<file path="src/rtl/lcd_char_writer_if.sv">
// ============================================================================
// Module   : lcd_char_writer_if
// Purpose  : Byte request handshake between a producer (master) and the
//            LCD character writer (slave).
// Signals  : in_valid  master->slave  byte request
//            in_rs     master->slave  0 = command, 1 = DDRAM data
//            in_data   master->slave  byte to send
//            in_ready  slave->master  writer can accept this cycle
//            done      slave->master  one-cycle pulse when a byte has fully
//                                     completed, including its exec wait
// Revision : 1.0  initial release
// ============================================================================
`default_nettype none

interface lcd_char_writer_if;
   logic       in_valid;
   logic       in_rs;
   logic [7:0] in_data;
   logic       in_ready;
   logic       done;

   modport master (output in_valid, output in_rs, output in_data,
                   input  in_ready, input  done);
   modport slave  (input  in_valid, input  in_rs, input  in_data,
                   output in_ready, output done);
endinterface

`default_nettype wire

</file>
<file path="src/rtl/lcd_char_writer.sv">
// ============================================================================
// Module   : lcd_char_writer
// Purpose  : Sends one command/data byte to an HD44780 in 4-bit mode as two
//            nibbles (high first) with E setup/pulse/gap timing, then holds
//            off for the controller's execution time before accepting the
//            next byte.
// Ports    : clk        50 MHz system clock
//            reset      synchronous, active-high
//            init_done  from the init sequencer; gates new accepts only
//            bus        byte handshake (slave side of lcd_char_writer_if)
//            SF_D       LCD data nibble
//            LCD_E      LCD enable
//            LCD_RS     LCD register select
//            LCD_RW     constant 0 (write only)
// Revision : 1.0  initial release
// ============================================================================
`default_nettype none

module lcd_char_writer #(
   parameter int C_SETUP      = 2,
   parameter int C_PULSE      = 12,
   parameter int C_NIBBLE_GAP = 50,
   parameter int C_CMD_WAIT   = 2000,
   parameter int C_CLEAR_WAIT = 82000,
   parameter int CNT_W        = 20
) (
   input  wire logic         clk,
   input  wire logic         reset,
   input  wire logic         init_done,
   lcd_char_writer_if.slave  bus,
   output logic [3:0]        SF_D,
   output logic              LCD_E,
   output logic              LCD_RS,
   output logic              LCD_RW
);

   typedef enum logic [2:0] {
      S_IDLE     = 3'd0,
      S_HI_SETUP = 3'd1,
      S_HI_PULSE = 3'd2,
      S_GAP      = 3'd3,
      S_LO_SETUP = 3'd4,
      S_LO_PULSE = 3'd5,
      S_WAIT     = 3'd6
   } state_t;

   state_t           state_q;
   logic [CNT_W-1:0] cnt_q;
   logic [3:0]       lo_nib_q;     // low nibble kept for the second transfer
   logic             long_wait_q;  // clear/home command: long execution time
   logic [3:0]       sf_d_q;
   logic             e_q;
   logic             rs_q;
   logic             done_q;

   logic [CNT_W-1:0] limit_d;
   logic             last_d;
   logic             ready_d;
   logic             is_clear_d;

   assign ready_d = (state_q == S_IDLE) & init_done & ~reset;

   // Clear (0x01) and home (0x02/0x03) are the only slow commands.
   assign is_clear_d = ~bus.in_rs & (bus.in_data[7:2] == 6'd0)
                                  & (bus.in_data[1:0] != 2'd0);

   // Length in cycles of the current state.
   always_comb begin
      limit_d = CNT_W'(C_SETUP);
      case (state_q)
         S_HI_SETUP, S_LO_SETUP: limit_d = CNT_W'(C_SETUP);
         S_HI_PULSE, S_LO_PULSE: limit_d = CNT_W'(C_PULSE);
         S_GAP:                  limit_d = CNT_W'(C_NIBBLE_GAP);
         S_WAIT:                 limit_d = long_wait_q ? CNT_W'(C_CLEAR_WAIT)
                                                       : CNT_W'(C_CMD_WAIT);
         default:                limit_d = CNT_W'(C_SETUP);
      endcase
   end

   assign last_d = (cnt_q == (limit_d - CNT_W'(1)));

   always_ff @(posedge clk) begin
      if (reset) begin
         state_q     <= S_IDLE;
         cnt_q       <= '0;
         lo_nib_q    <= 4'd0;
         long_wait_q <= 1'b0;
         sf_d_q      <= 4'd0;
         e_q         <= 1'b0;
         rs_q        <= 1'b0;
         done_q      <= 1'b0;
      end else begin
         done_q <= 1'b0;
         if (state_q == S_IDLE) begin
            cnt_q <= '0;
            if (bus.in_valid && ready_d) begin
               // Bus outputs are loaded here so SF_D/RS are already valid
               // in the first HI_SETUP cycle.
               lo_nib_q    <= bus.in_data[3:0];
               long_wait_q <= is_clear_d;
               sf_d_q      <= bus.in_data[7:4];
               rs_q        <= bus.in_rs;
               e_q         <= 1'b0;
               state_q     <= S_HI_SETUP;
            end
         end else if (!last_d) begin
            cnt_q <= cnt_q + CNT_W'(1);
         end else begin
            cnt_q <= '0;
            case (state_q)
               S_HI_SETUP: begin
                  state_q <= S_HI_PULSE;
                  e_q     <= 1'b1;
               end
               S_HI_PULSE: begin
                  state_q <= S_GAP;
                  e_q     <= 1'b0;
               end
               S_GAP: begin
                  state_q <= S_LO_SETUP;
                  sf_d_q  <= lo_nib_q;
               end
               S_LO_SETUP: begin
                  state_q <= S_LO_PULSE;
                  e_q     <= 1'b1;
               end
               S_LO_PULSE: begin
                  state_q <= S_WAIT;
                  e_q     <= 1'b0;
               end
               S_WAIT: begin
                  state_q <= S_IDLE;
                  done_q  <= 1'b1;
               end
               default: begin
                  state_q <= S_IDLE;
                  e_q     <= 1'b0;
               end
            endcase
         end
      end
   end

   assign bus.in_ready = ready_d;
   assign bus.done     = done_q;
   assign SF_D         = sf_d_q;
   assign LCD_E        = e_q;
   assign LCD_RS       = rs_q;
   assign LCD_RW       = 1'b0;

endmodule

`default_nettype wire

</file>
<file path="src/flat_wrapper.sv">
// flat-port wrapper written by rule: the top's interface ports become plain ports
module lcd_char_writer_flat 
#(
   parameter int C_SETUP      = 2,
   parameter int C_PULSE      = 12,
   parameter int C_NIBBLE_GAP = 50,
   parameter int C_CMD_WAIT   = 2000,
   parameter int C_CLEAR_WAIT = 82000,
   parameter int CNT_W        = 20
)
  (clk, reset, init_done, SF_D, LCD_E, LCD_RS, LCD_RW, bus_in_valid, bus_in_rs, bus_in_data, bus_in_ready, bus_done);
  lcd_char_writer_if bus_i ();
  input  wire logic clk;
  input  wire logic reset;
  input  wire logic init_done;
  output logic [3:0] SF_D;
  output logic LCD_E;
  output logic LCD_RS;
  output logic LCD_RW;
  input wire logic [$bits(bus_i.in_valid)-1:0] bus_in_valid;
  input wire logic [$bits(bus_i.in_rs)-1:0] bus_in_rs;
  input wire logic [$bits(bus_i.in_data)-1:0] bus_in_data;
  output wire logic [$bits(bus_i.in_ready)-1:0] bus_in_ready;
  output wire logic [$bits(bus_i.done)-1:0] bus_done;
  assign bus_i.in_valid = bus_in_valid;
  assign bus_i.in_rs = bus_in_rs;
  assign bus_i.in_data = bus_in_data;
  assign bus_in_ready = bus_i.in_ready;
  assign bus_done = bus_i.done;
  lcd_char_writer #(.C_SETUP(C_SETUP), .C_PULSE(C_PULSE), .C_NIBBLE_GAP(C_NIBBLE_GAP), .C_CMD_WAIT(C_CMD_WAIT), .C_CLEAR_WAIT(C_CLEAR_WAIT), .CNT_W(CNT_W)) u_core (.clk(clk), .reset(reset), .init_done(init_done), .bus(bus_i), .SF_D(SF_D), .LCD_E(LCD_E), .LCD_RS(LCD_RS), .LCD_RW(LCD_RW));
endmodule
</file>
<file path="config.mk">
export PLATFORM = sky130hd
export DESIGN_NAME = lcd_char_writer_flat
export DESIGN_NICKNAME = d
export VERILOG_FILES = /design/src/rtl/lcd_char_writer_if.sv /design/src/rtl/lcd_char_writer.sv /design/src/flat_wrapper.sv
export SDC_FILE = /design/constraint.sdc
export NUM_CORES = 1
export LEC_CHECK = 0
export ABC_AREA = 1
export CORE_ASPECT_RATIO = 0.6
export CORE_MARGIN = 2
export CORE_UTILIZATION = 55
export CTS_CLUSTER_SIZE = 20
export DETAILED_ROUTE_END_ITERATION = 16
export PLACE_DENSITY = 0.78
export SLEW_MARGIN = 15
export SYNTH_ARGS = -nofsm -noshare
export SYNTH_HDL_FRONTEND = slang
export SYNTH_SLANG_ARGS = --single-unit
</file>
<file path="constraint.sdc">
create_clock -name clk -period 6.2 [get_ports clk]
set_input_delay 1.24 -clock clk [delete_from_list [all_inputs] [get_ports clk]]
set_output_delay 1.24 -clock clk [all_outputs]
set_load 0.02 [all_outputs]
</file>
Run 1, ports around the boundary:
Pins as bars across the die edge, other pins in gray.
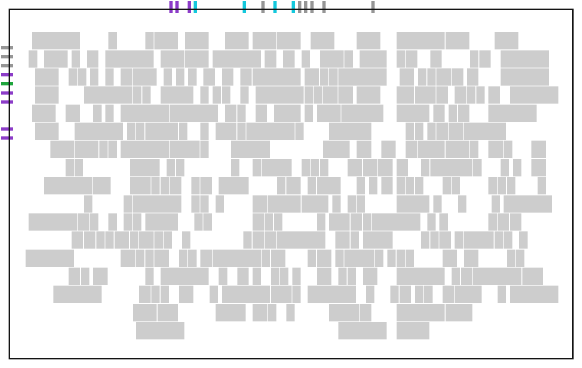
- cyan: SF_D (pins 4; direction output; edge top)
- purple: bus_in_data (pins 8; direction input; edge 5 left, 3 top)
- green: bus_in_rs (pins 1; direction input; edge left)
- all pins by edge: 13 top, 9 left

Run 1, placed standard cells:
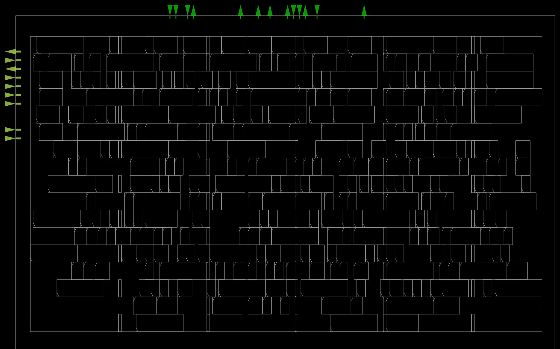
Seq cells: 35
Seq/total area: 28.9%

Run 1, placement by cell class:
Fill, decap, tap and diode cells in gray.
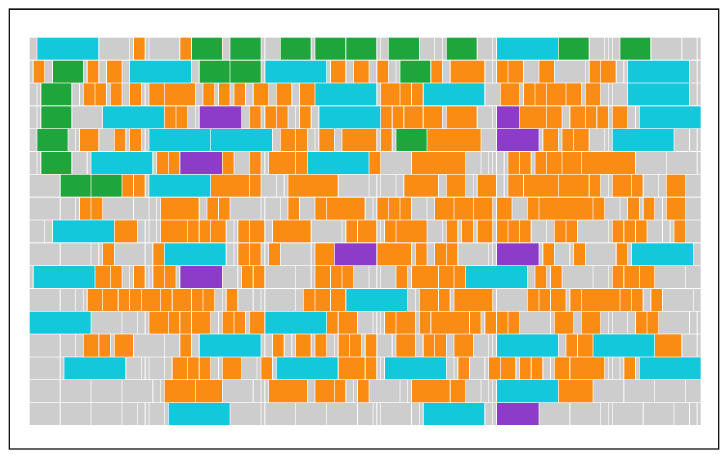
- cyan: registers (cells 35; share of their area 30%)
- purple: clock drivers and dummy loads (cells 8; share of their area 4.4%)
- orange: remaining logic cells (cells 257; share of their area 58%)
- green: remaining buffers and delay cells (cells 20; share of their area 8.4%)

run 1: stage by stage:
step / utilization [%] / hold slack (ps) / std cells
floorplan: - / 430 / 300
global placement: 62.8 / 456 / 359
detailed placement: 62.8 / 460 / 359
CTS: 65.6 / 470 / 367
global route: 65.6 / 486 / 367
finish: 65.6 / 474 / 367
run 1: critical path, delay by kind of cell:
family,cells,cell delay (ps)
buffers and inverters,3,1540
AND/OR/NAND/NOR,2,250
run 1: power by group through the flow:
stage | Clock (uW) | Sequential [uW] | Combinational, uW
finish | 187 | 232 | 42.2
global placement | 0 | 237 | 41.6
floorplan | 0 | 238 | 26.0
CTS | 189 | 232 | 42.1
detailed placement | 0 | 237 | 41.8
global route | 199 | 232 | 46.8
==> results.sh, run 1 <==
# physical design summary
export IMPL_yosys_dominant_comb_family="simple AND/OR/NAND/NOR gates"
export IMPL_max_slew_margin_rel_pct=61.8
export IMPL_r2r_end="u_core.cnt_q[16]$_SDFF_PP0_"
export IMPL_die_height_um=52.2
export IMPL_tool_warnings=27
export IMPL_timing_final_hold_violations=0
export IMPL_grt_antenna_before_repair=0
export IMPL_fin_tns_setup_ps=0
export IMPL_post_synth_top_area_cell="sky130_fd_sc_hd__dfxtp_1"
export IMPL_final_signal_buffer_count=20
export IMPL_busiest_layer_in_global_routing="met1"
export IMPL_finalCritPeriodShare_pct=69.1
export IMPL_layout_top_cell_excl_fill_tap="sky130_fd_sc_hd__nand2_1"
export IMPL_detail_route_vias_per_cell=5.14
export IMPL_post_cts_resize_count=0
export IMPL_cts_tree="done"
export IMPL_status="completed"
export IMPL_cts_buffers_inserted=5
export IMPL_timing_hold_worst_start="u_core.lo_nib_q[2]$_SDFFE_PP0P_"
export IMPL_power_leakage_uw=0.000917
export IMPL_floorplanUtilization_pct=57.6
export IMPL_ys_dominant_reg_cell="sky130_fd_sc_hd__dfxtp_1"
export IMPL_n_all_inverters=38
export IMPL_mappedNetlistArea_um2=2130
export IMPL_route_detailed_wl_per_inst_um=12.9
export IMPL_cap_viol_max_count=0
export IMPL_irDropWorstVdd_mv=0.137
export IMPL_nNetsFinal=335
export IMPL_clock_sink_count=35
export IMPL_area_growth_syn_to_layout_pct=14.0
export IMPL_floorplan_die_area_um2=4400
export IMPL_worstSetupEndpoint="bus_in_ready"
==> run 2: changes to the inputs <==
Clock period 6.2 ns to 4.3 ns, I/O delays scaled along.
Run 2, placement by cell class:
Fill, decap, tap and diode cells in gray.
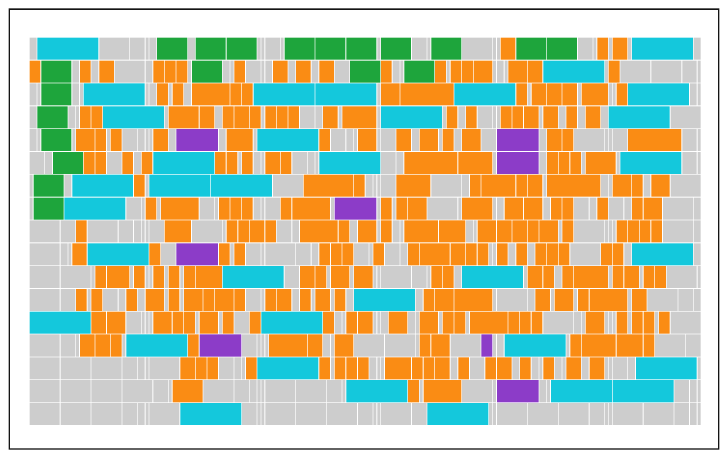
- green: remaining buffers and delay cells (cells 20; share of their area 8.5%)
- cyan: registers (cells 35; share of their area 30%)
- orange: remaining logic cells (cells 257; share of their area 58%)
- purple: clock drivers and dummy loads (cells 8; share of their area 4.2%)

Run 2, placed standard cells:
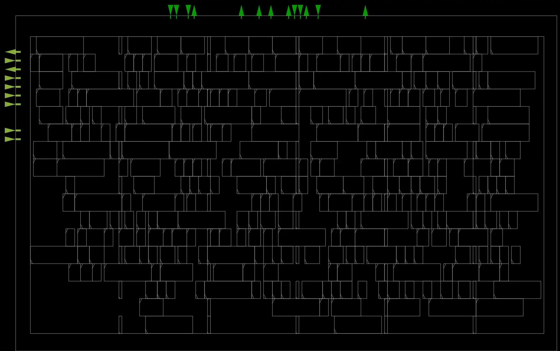
number of well-tap cells placed: 47
filler instances: 334
Seq/total area: 28.9%

Run 2, routed clock nets over the placement:
Scale bar: 20 um.
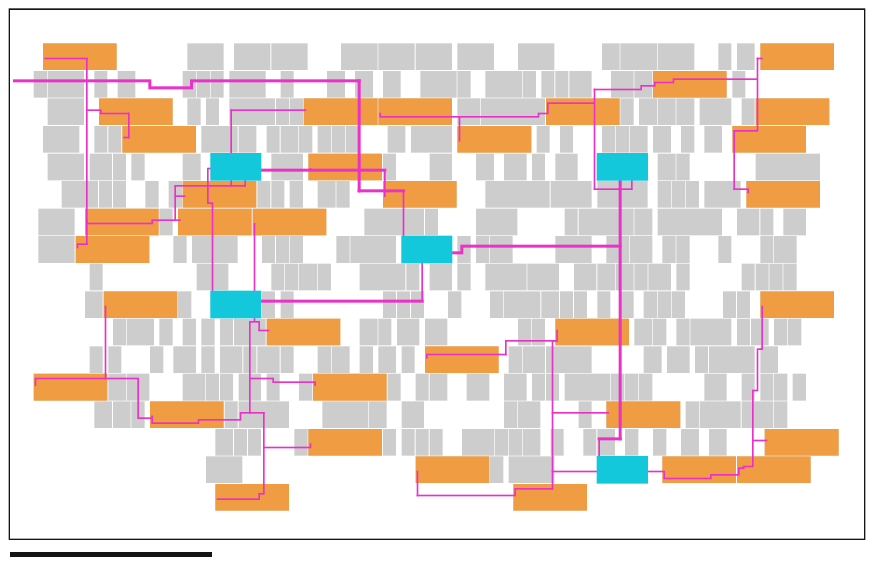
- magenta: clock wires (length 487 um)
- cyan: clock-net drivers (count 5)
- orange: flip-flops (count 35)
- flops lie: spread over the die
share of total power in the clock network: 40.2%
Clock group: 267 uW
Post-Route Skew: 2.06 ps
insertion delay of the later-clocked pin in the worst-skew pair: 290 ps

==> run 2 against run 1 <==
Critical endpoint unchanged. Critical path type unchanged. Clock power increased by 43%. Clock skew fell by 11 ps. Worst hold slack lost 2.8 ps.
==> results.sh, run 2 <==
# physical design summary
export IMPL_r2r_end="u_core.cnt_q[16]$_SDFF_PP0_"
export IMPL_critPathSlowestCell="sky130_fd_sc_hd__clkdlybuf4s50_1"
export IMPL_cts_buffers_inserted=5
export IMPL_clkTransAtPathRegs_ps=70
export IMPL_timing_final_hold_violations=0
export IMPL_cts_tree="done"
export IMPL_achievable_frequency_mhz=281
export IMPL_status="completed"
export IMPL_post_cts_resize_count=0
export IMPL_tool_warnings=27
export IMPL_finalCriticalPeriod_ps=3560
export IMPL_layoutNonFillerInstCount=367
export IMPL_path_depth=5
export IMPL_multi_input_comb_area_um2=1220
export IMPL_die_height_um=52.2
export IMPL_floorplan_die_area_um2=4400
export IMPL_grt_antenna_before_repair=0
export IMPL_clock_sink_count=35
export IMPL_timing_critical_path_max_delay_family="buffers and inverters"
export IMPL_final_critical_path_setup_slack_ps=744
export IMPL_layout_top_cell_excl_fill_tap="sky130_fd_sc_hd__nand2_1"
export IMPL_layout_drive_gt1_share_pct=15.9
export IMPL_setup_worst_path_start_class="input pin"
export IMPL_max_slew_margin_rel_pct=60.9
export IMPL_cap_viol_max_count=0
export IMPL_n_all_inverters=38
export IMPL_post_synth_top_area_cell="sky130_fd_sc_hd__dfxtp_1"
export IMPL_floorplanUtilization_pct=57.6
export IMPL_ys_dominant_reg_cell="sky130_fd_sc_hd__dfxtp_1"
export IMPL_irDropWorstVdd_mv=0.190
export IMPL_detail_route_vias_per_cell=5.31
export IMPL_finish_utilization_pct=65.5
export IMPL_worstSetupEndpoint="bus_in_ready"
export IMPL_power_leakage_uw=0.000918
export IMPL_finalCritPeriodShare_pct=82.7
export IMPL_place_inst=359
export IMPL_route_detailed_wl_per_inst_um=13.4
export IMPL_timing_hold_worst_start="u_core.lo_nib_q[2]$_SDFFE_PP0P_"
export IMPL_preCtsSetupSlack_ps=745
export IMPL_postSynthSeqShare_pct=32.9
export IMPL_area_growth_syn_to_layout_pct=13.8
export IMPL_mappedNetlistArea_um2=2130
run 2: metal layers:
metal,up-vias,GRT usage (%),wire (um)
li1,992,-,-
met1,877,37.2,2570
met2,74,33.3,1950
met3,7,5.35,362
met4,0,7.14,51
met5,-,0,0
run 2: report_power, final:
| part | switching [uW] | internal [uW] | leakage, uW |
|---|---|---|---|
| logic | 35.3 | 26.3 | 0.000584 |
| registers | 5.12 | 329 | 0.000283 |
| clock network | 120 | 146 | 0.0000515 |
run 2: cell families after synthesis:
group / count (synthesis) / synth area share [%]
muxes: 1 / 0.470
buffers and inverters: 46 / 9.86
adders and majority gates: 3 / 1.76
and+or+nand+nor: 180 / 44.4
DFF: 35 / 32.9
other: 1 / 0.176
AOI/OAI and AO/OA: 27 / 7.22
xor gates and xnor gates: 7 / 3.23
==> run 3: changes to the inputs <==
Settings changed: CORE_UTILIZATION 55 to 51, PLACE_DENSITY 0.78 to 0.76.
Clock period 4.3 ns to 3.26 ns, I/O delays scaled along.
Run 3, placement by cell class:
Fill, decap, tap and diode cells in gray.
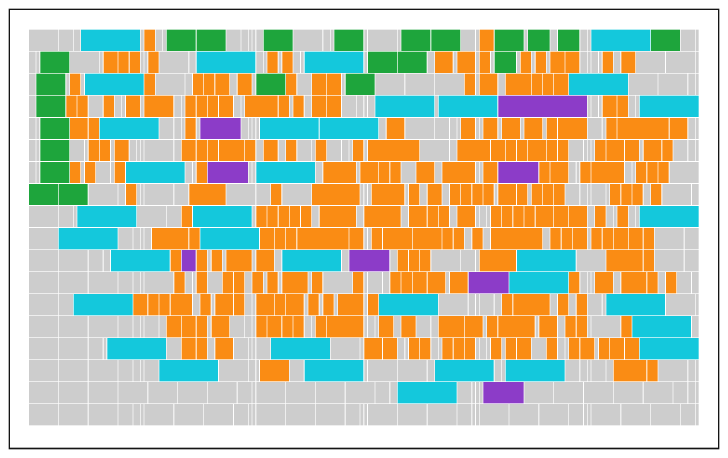
- orange: remaining logic cells (cells 257; share of their area 57%)
- cyan: registers (cells 35; share of their area 29%)
- purple: clock drivers and dummy loads (cells 8; share of their area 4.9%)
- green: remaining buffers and delay cells (cells 23; share of their area 9.3%)

Run 3, ports around the boundary:
Pins as bars across the die edge, other pins in gray.
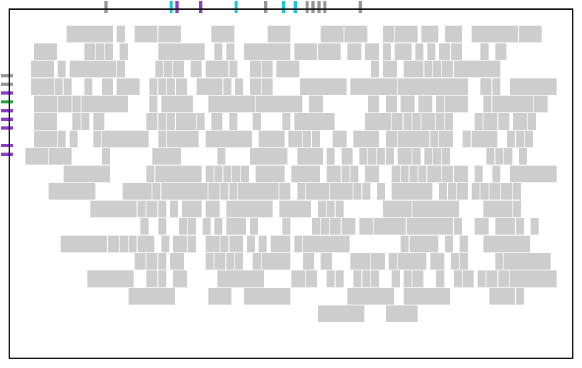
- cyan: SF_D (pins 4; direction output; edge top)
- purple: bus_in_data (pins 8; direction input; edge 6 left, 2 top)
- green: bus_in_rs (pins 1; direction input; edge left)

Run 3, placed standard cells:
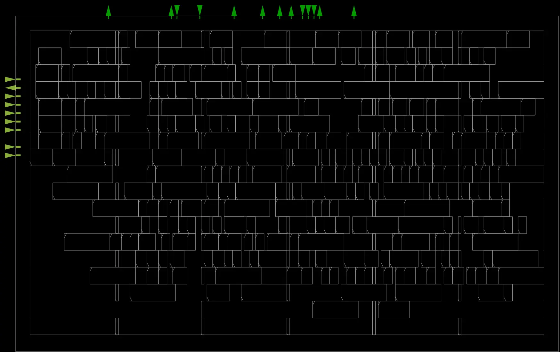
final cell utilization of the core: 60.9%
Row Count: 18
number of well-tap cells placed: 50

==> run 3 against run 2 <==
Clock skew is essentially flat. Utilization down 4.6 points. Non-clock buffer count grew 3. Worst setup slack worse by 410 ps. Register-to-register slack worse by 970 ps. Die size rose by 7.3%. First-iteration DRC count rose by 19%. Synthesized cell count unchanged. Total power increased by 42%. Critical path type is now reg -> reg. Largest power group unchanged. Highest routed layer unchanged.
==> results.sh, run 3 <==
# physical design summary
export IMPL_irDropWorstVdd_mv=0.203
export IMPL_floorplan_die_area_um2=4730
export IMPL_timing_hold_worst_start="u_core.lo_nib_q[2]$_SDFFE_PP0P_"
export IMPL_timing_final_hold_violations=0
export IMPL_place_inst=365
export IMPL_layout_top_cell_excl_fill_tap="sky130_fd_sc_hd__nand2_1"
export IMPL_status="completed"
export IMPL_global_route_usage_met2_pct=30.7
export IMPL_worstSetupEndpoint="u_core.cnt_q[16]$_SDFF_PP0_"
export IMPL_groute_layer_met3_usage_pct=7.21
export IMPL_power_leakage_uw=0.000943
export IMPL_final_critical_path_setup_slack_ps=338
export IMPL_simple_gate_share_pct=44.4
export IMPL_cap_viol_max_count=0
export IMPL_synth_adder_area_share_pct=1.76
export IMPL_grt_antenna_before_repair=0
export IMPL_clkTransAtPathRegs_ps=70
export IMPL_layoutNonFillerInstCount=373
export IMPL_ys_dominant_reg_cell="sky130_fd_sc_hd__dfxtp_1"
export IMPL_yosys_area_share_xor_xnor_pct=3.23
export IMPL_layout_drive_gt1_share_pct=17.0
export IMPL_setup_worst_path_start_class="register"
export IMPL_r2r_end="u_core.cnt_q[16]$_SDFF_PP0_"
export IMPL_topRoutingLayerUsed="met4"
export IMPL_preCtsSetupSlack_ps=405
export IMPL_detail_route_vias_per_cell=5.23
export IMPL_cts_tree="done"
export IMPL_muxShareOfSynthArea_pct=0.470
export IMPL_tool_warnings=27
[run 3: cell counts after synthesis]
No cell type changed its count.
[run 3: power breakdown]
group          leakage (uW)  internal, uW  switching [uW]  total, uW
registers          0.000283           434            6.72        441
clock network     0.0000612           248             167        415
logic              0.000599          36.3            46.4       82.7
total              0.000943           718             220        938
[run 3: cell type report]
cell class / instances / area [um^2]
Inverter: 38 / 145
Tap cell: 50 / 62.6
Fill cell: 371 / 1590
Clock inverter: 2 / 35.0
Multi-Input combinational cell: 219 / 1220
Timing Repair Buffer: 23 / 223
Clock buffer: 6 / 82.6
Sequential cell: 35 / 701

==> notes/layouts.md <==
Pictures saved along the way, in no particular order.

Routed metal, one color a layer.
image #1
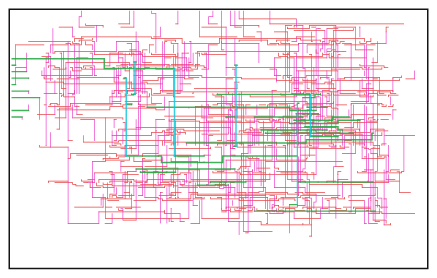
image #2
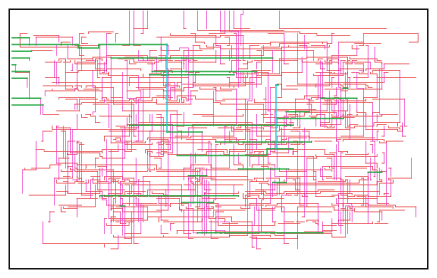
run 3 -> image #1
run 1 -> image #2

Key to image #1:
- magenta: M2 (wire length 1940 um)
- cyan: M4 (wire length 88.4 um)
- red: M1 (wire length 2480 um)
- green: M3 (wire length 387 um)

Power figures rest on the tool's default switching activity, not on a simulated workload.
